[config.mk]
export PLATFORM = sky130hd
export DESIGN_NAME = load_extend_ctrl_flat
export DESIGN_NICKNAME = d
export VERILOG_FILES = /design/src/rtl/load_extend_ctrl_if.sv /design/src/rtl/load_extend_ctrl.sv /design/src/flat_wrapper.sv
export SDC_FILE = /design/constraint.sdc
export NUM_CORES = 1
export LEC_CHECK = 0
export CAP_MARGIN = 20
export CORE_MARGIN = 4
export CORE_UTILIZATION = 60
export CTS_CLUSTER_DIAMETER = 40
export DETAILED_ROUTE_END_ITERATION = 6
export DONT_BUFFER_PORTS = 1
export PLACE_DENSITY = 0.76
export SYNTH_ARGS = -nofsm -noshare
export SYNTH_HDL_FRONTEND = slang
export SYNTH_SLANG_ARGS = --single-unit
[constraint.sdc]
create_clock -name clk -period 3.4 [get_ports clk]
set_input_delay 0.68 -clock clk [delete_from_list [all_inputs] [get_ports clk]]
set_output_delay 0.68 -clock clk [all_outputs]
set_load 0.005 [all_outputs]
[src/rtl/load_extend_ctrl_if.sv]
// Load controller bus bundle: core request, memory port, core response.
// The slave view belongs to the controller; the master view drives it.
interface load_extend_ctrl_if;
  logic        req_valid;
  logic        req_ready;
  logic [31:0] req_addr;
  logic [2:0]  req_funct3;
  logic        mem_req;
  logic [31:0] mem_addr;
  logic        mem_gnt;
  logic        mem_rvalid;
  logic [31:0] mem_rdata;
  logic        rsp_valid;
  logic        rsp_ready;
  logic [31:0] rsp_data;
  logic        rsp_err;
  logic        busy;

  modport slave (
    input  req_valid, req_addr, req_funct3,
    input  mem_gnt, mem_rvalid, mem_rdata,
    input  rsp_ready,
    output req_ready, mem_req, mem_addr,
    output rsp_valid, rsp_data, rsp_err, busy
  );

  modport master (
    output req_valid, req_addr, req_funct3,
    output mem_gnt, mem_rvalid, mem_rdata,
    output rsp_ready,
    input  req_ready, mem_req, mem_addr,
    input  rsp_valid, rsp_data, rsp_err, busy
  );
endinterface

[src/rtl/load_extend_ctrl.sv]
// Load sequencer: word read from data memory, then byte/half extraction
// with sign/zero extension; misalignment and timeouts become error responses.
module load_extend_ctrl #(
  parameter int unsigned TIMEOUT_CYCLES = 15
) (
  input logic             clk,
  input logic             rst_n,
  load_extend_ctrl_if.slave bus
);

  localparam int CW = $clog2(TIMEOUT_CYCLES + 1);
  localparam logic [CW-1:0] CNT_MAX = CW'(TIMEOUT_CYCLES);

  localparam logic [1:0] S_IDLE = 2'd0;
  localparam logic [1:0] S_REQ  = 2'd1;
  localparam logic [1:0] S_WAIT = 2'd2;
  localparam logic [1:0] S_RESP = 2'd3;

  logic [1:0]    state;
  logic [31:0]   addr_q;
  logic [2:0]    funct3_q;
  logic [CW-1:0] cnt;
  logic [31:0]   data_q;
  logic          err_q;

  logic          bad;
  logic          at_limit;
  logic [31:0]   shifted;
  logic [7:0]    byte_v;
  logic [15:0]   half_v;
  logic [31:0]   ext;

  // Moore outputs decoded from state alone
  assign bus.req_ready = (state == S_IDLE);
  assign bus.mem_req   = (state == S_REQ);
  assign bus.rsp_valid = (state == S_RESP);
  assign bus.busy      = (state != S_IDLE);
  assign bus.mem_addr  = {addr_q[31:2], 2'b00};
  assign bus.rsp_data  = data_q;
  assign bus.rsp_err   = err_q;

  assign at_limit = (cnt == CNT_MAX);

  // Reject reserved funct3 encodings and misaligned half/word loads
  always_comb begin
    bad = 1'b0;
    unique case (1'b1)
      (bus.req_funct3 == 3'b011),
      (bus.req_funct3 == 3'b110),
      (bus.req_funct3 == 3'b111):
        bad = 1'b1;
      (bus.req_funct3[1:0] == 2'b01):
        bad = bus.req_addr[0];
      (bus.req_funct3 == 3'b010):
        bad = (bus.req_addr[1:0] != 2'b00);
      default:
        bad = 1'b0;
    endcase
  end

  // Pick the addressed lane and extend it to 32 bits
  always_comb begin
    shifted = bus.mem_rdata >> {addr_q[1:0], 3'b000};
    byte_v  = shifted[7:0];
    half_v  = addr_q[1] ? bus.mem_rdata[31:16]
                        : bus.mem_rdata[15:0];
    ext     = bus.mem_rdata;
    unique case (funct3_q)
      3'b000:  ext = {{24{byte_v[7]}}, byte_v};
      3'b001:  ext = {{16{half_v[15]}}, half_v};
      3'b100:  ext = {24'h0, byte_v};
      3'b101:  ext = {16'h0, half_v};
      default: ext = bus.mem_rdata;
    endcase
  end

  // Transaction sequencing, timeout counting and result capture
  always_ff @(posedge clk or negedge rst_n) begin
    if (!rst_n) begin
      state    <= S_IDLE;
      addr_q   <= '0;
      funct3_q <= '0;
      cnt      <= '0;
      data_q   <= '0;
      err_q    <= 1'b0;
    end else begin
      unique case (state)
        S_IDLE: begin
          if (bus.req_valid) begin
            addr_q   <= bus.req_addr;
            funct3_q <= bus.req_funct3;
            cnt      <= '0;
            if (bad) begin
              state  <= S_RESP;
              err_q  <= 1'b1;
              data_q <= '0;
            end else begin
              state  <= S_REQ;
            end
          end
        end
        S_REQ: begin
          if (bus.mem_gnt) begin
            state <= S_WAIT;
          end else if (at_limit) begin
            state  <= S_RESP;
            err_q  <= 1'b1;
            data_q <= '0;
          end else begin
            cnt <= cnt + CW'(1);
          end
        end
        S_WAIT: begin
          if (bus.mem_rvalid) begin
            state  <= S_RESP;
            err_q  <= 1'b0;
            data_q <= ext;
          end else if (at_limit) begin
            state  <= S_RESP;
            err_q  <= 1'b1;
            data_q <= '0;
          end else begin
            cnt <= cnt + CW'(1);
          end
        end
        S_RESP: begin
          if (bus.rsp_ready) begin
            state <= S_IDLE;
          end
        end
        default: state <= S_IDLE;
      endcase
    end
  end

endmodule

[src/flat_wrapper.sv]
// flat-port wrapper written by rule: the top's interface ports become plain ports
module load_extend_ctrl_flat 
#(
  parameter int unsigned TIMEOUT_CYCLES = 15
)
  (clk, rst_n, bus_req_valid, bus_req_addr, bus_req_funct3, bus_mem_gnt, bus_mem_rvalid, bus_mem_rdata, bus_rsp_ready, bus_req_ready, bus_mem_req, bus_mem_addr, bus_rsp_valid, bus_rsp_data, bus_rsp_err, bus_busy);
  load_extend_ctrl_if bus_i ();
  input logic clk;
  input logic rst_n;
  input wire logic [$bits(bus_i.req_valid)-1:0] bus_req_valid;
  input wire logic [$bits(bus_i.req_addr)-1:0] bus_req_addr;
  input wire logic [$bits(bus_i.req_funct3)-1:0] bus_req_funct3;
  input wire logic [$bits(bus_i.mem_gnt)-1:0] bus_mem_gnt;
  input wire logic [$bits(bus_i.mem_rvalid)-1:0] bus_mem_rvalid;
  input wire logic [$bits(bus_i.mem_rdata)-1:0] bus_mem_rdata;
  input wire logic [$bits(bus_i.rsp_ready)-1:0] bus_rsp_ready;
  output wire logic [$bits(bus_i.req_ready)-1:0] bus_req_ready;
  output wire logic [$bits(bus_i.mem_req)-1:0] bus_mem_req;
  output wire logic [$bits(bus_i.mem_addr)-1:0] bus_mem_addr;
  output wire logic [$bits(bus_i.rsp_valid)-1:0] bus_rsp_valid;
  output wire logic [$bits(bus_i.rsp_data)-1:0] bus_rsp_data;
  output wire logic [$bits(bus_i.rsp_err)-1:0] bus_rsp_err;
  output wire logic [$bits(bus_i.busy)-1:0] bus_busy;
  assign bus_i.req_valid = bus_req_valid;
  assign bus_i.req_addr = bus_req_addr;
  assign bus_i.req_funct3 = bus_req_funct3;
  assign bus_i.mem_gnt = bus_mem_gnt;
  assign bus_i.mem_rvalid = bus_mem_rvalid;
  assign bus_i.mem_rdata = bus_mem_rdata;
  assign bus_i.rsp_ready = bus_rsp_ready;
  assign bus_req_ready = bus_i.req_ready;
  assign bus_mem_req = bus_i.mem_req;
  assign bus_mem_addr = bus_i.mem_addr;
  assign bus_rsp_valid = bus_i.rsp_valid;
  assign bus_rsp_data = bus_i.rsp_data;
  assign bus_rsp_err = bus_i.rsp_err;
  assign bus_busy = bus_i.busy;
  load_extend_ctrl #(.TIMEOUT_CYCLES(TIMEOUT_CYCLES)) u_core (.clk(clk), .rst_n(rst_n), .bus(bus_i));
endmodule
power_grid.png
Bar = 20 µm. Pins as bars on the die edge.
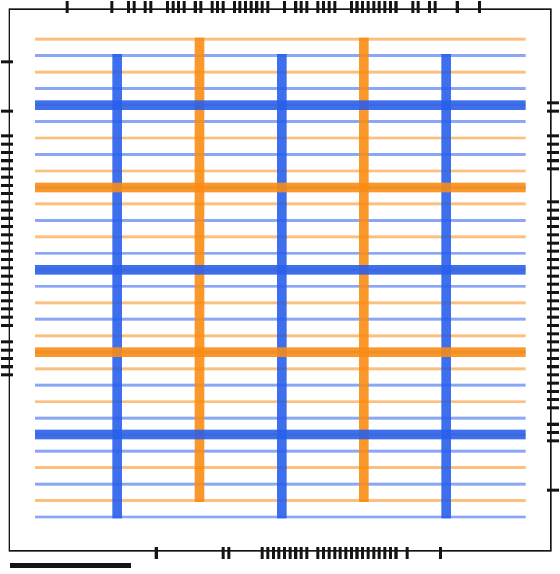
VDD -> orange
VSS -> blue
met5 straps = 5
met4 straps = 5
rows = 29
signal pins = 142
met1 rails = 30

placement_by_type.png
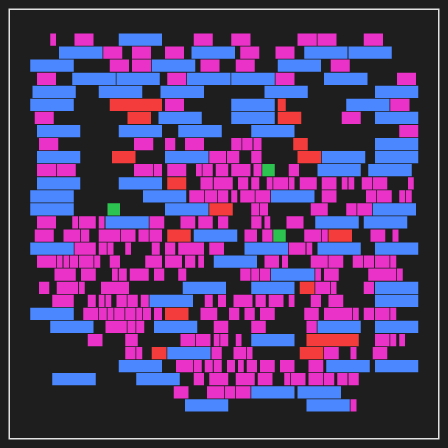
clock drivers and dummy loads -> red  # cells 16, share of their area 5.9%
remaining buffers and delay cells -> green  # cells 3, share of their area 0.58%
sequential cells -> blue  # cells 74, share of their area 48%
combinational and other logic -> magenta  # cells 233, share of their area 46%
core area: 0.00639 mm²
Rows: 29
flop share of the area: 46.8%

clk_routes.png
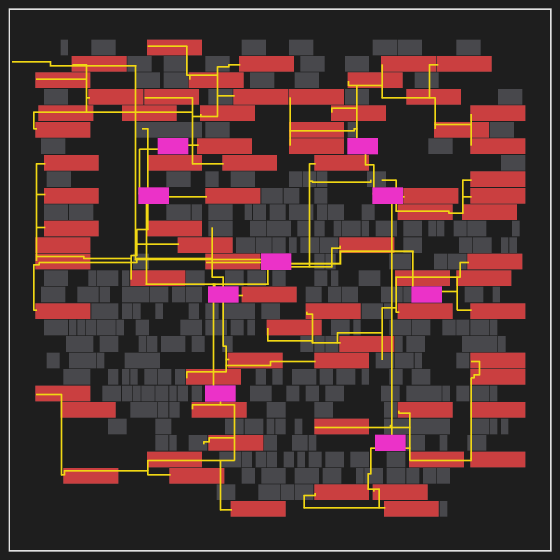
clock drivers -> magenta  # count 9
flip-flops -> red  # count 74
clock wires -> yellow  # length 936 µm
routed clock nets = 10

wires.png
Bar = 20 µm.
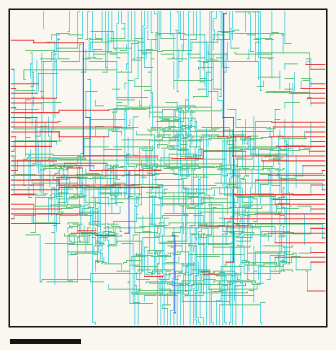
metal 3 -> red  # wire length 959 µm
metal 1 -> green  # wire length 3,270 µm
metal 2 -> cyan  # wire length 4,030 µm
metal 4 -> blue  # wire length 162 µm

congestion.png
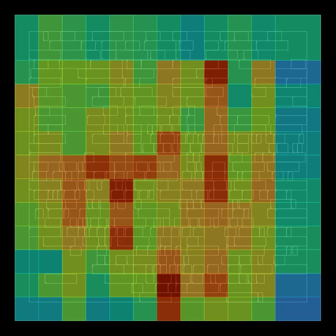
GR Util All Layers: 20.8%
final core occ: 62.0%
met2 Use GR: 32.4%

==> out/metrics.yaml <==
status:
  outcome: "finished, final reports clean"
pwr:
  p_comb_share_pct: 37.4
  internal_power_mw: 2.40
  p_total_mw: 3.94
  power.group.top: "sequential cells"
  power_density_mw_per_mm2: 994
  power_clock_mw: 0.770
  comb_cell_power_mw: 1.47
  switchingPower_mw: 1.54
sta:
  drv_slew: 0
  hold_violations: 0
  worst_slew_margin_rel_pct: 37.9
  finalSetupViolCount: 0
  finClkSkew_ns: 0.00694
setup_path:
  path_depth: 6
  startpoint: "u_core.state[1]"
  worstPathArrival_ns: 2.66
  regToRegStartpoint: "u_core.state[1]"
  ff2ff_setup_slack_ns: 0.98
  crit_chain: "inv_1, ha_1, a21oi_4, nand2_4, or3_1, o32ai_1"
  path_max_fanout: 23
  required_ns: 3.64
  crit_family: "simple AND/OR/NAND/NOR gates"
layout:
  nonClkBufAreaFrac_pct: 0.569
  num-nets-final: 400
  ff_count: 74
  comb_cells: 206
  lay_top_count: "dfrtp_1"
global_route:
  grt_overflow: 0
  grt_use_met3_pct: 8.66
  met1_usage_pct: 25.7
  antenna_found_initial: 0
  grt_pass1_vias: 2522
clock_tree:
  worstSkewPairLatency_ns: 0.35
  cts_resized: 0
  cts_max_path_buffers: 2
  cts_tree: "built"
  cts_buffers: 9
  path_clk_slew_ns: 0.08
floorplanning:
  ios: 142
  die_x_um: 89.1
synthesis:
  yosys_cells: 357
  yosys_register_bits: 74
  ys_seq_share_pct: 46.9
  yosys.area_share.simple_pct: 10.7
  yosys.area_share.aoi_pct: 16.9
  synth_cells: 357
  edf_count: 0
  syn_avg_cell_area_um2: 11.1
  ys_sh_xor_pct: 0
  synthTopLogicFamily: "AND-OR/OR-AND gates"
  yosys_warnings: 0
  async_flop_share_pct: 100
  ys_sh_adder_pct: 1.90
  common_cells: "74 x dfrtp_1, 40 x mux2_2, 33 x buf_4, 27 x inv_1, 21 x nor2b_1"
route:
  avgRoutedWirePerCell_um: 20.9
  drtPass1Iterations: 4
placed_design:
  dpl.cell_count: 386
  gp_congestion: 0.847
  post_dp_cell_area_mm2: 0.00373
  place_ws_ns: 0.927
hold_path:
  min-delay-path-class: "input port to asynchronous set/reset pin"
flow_run:
  drv_cap: 0
No activity file was given, so power comes from the tool's default toggle rates.
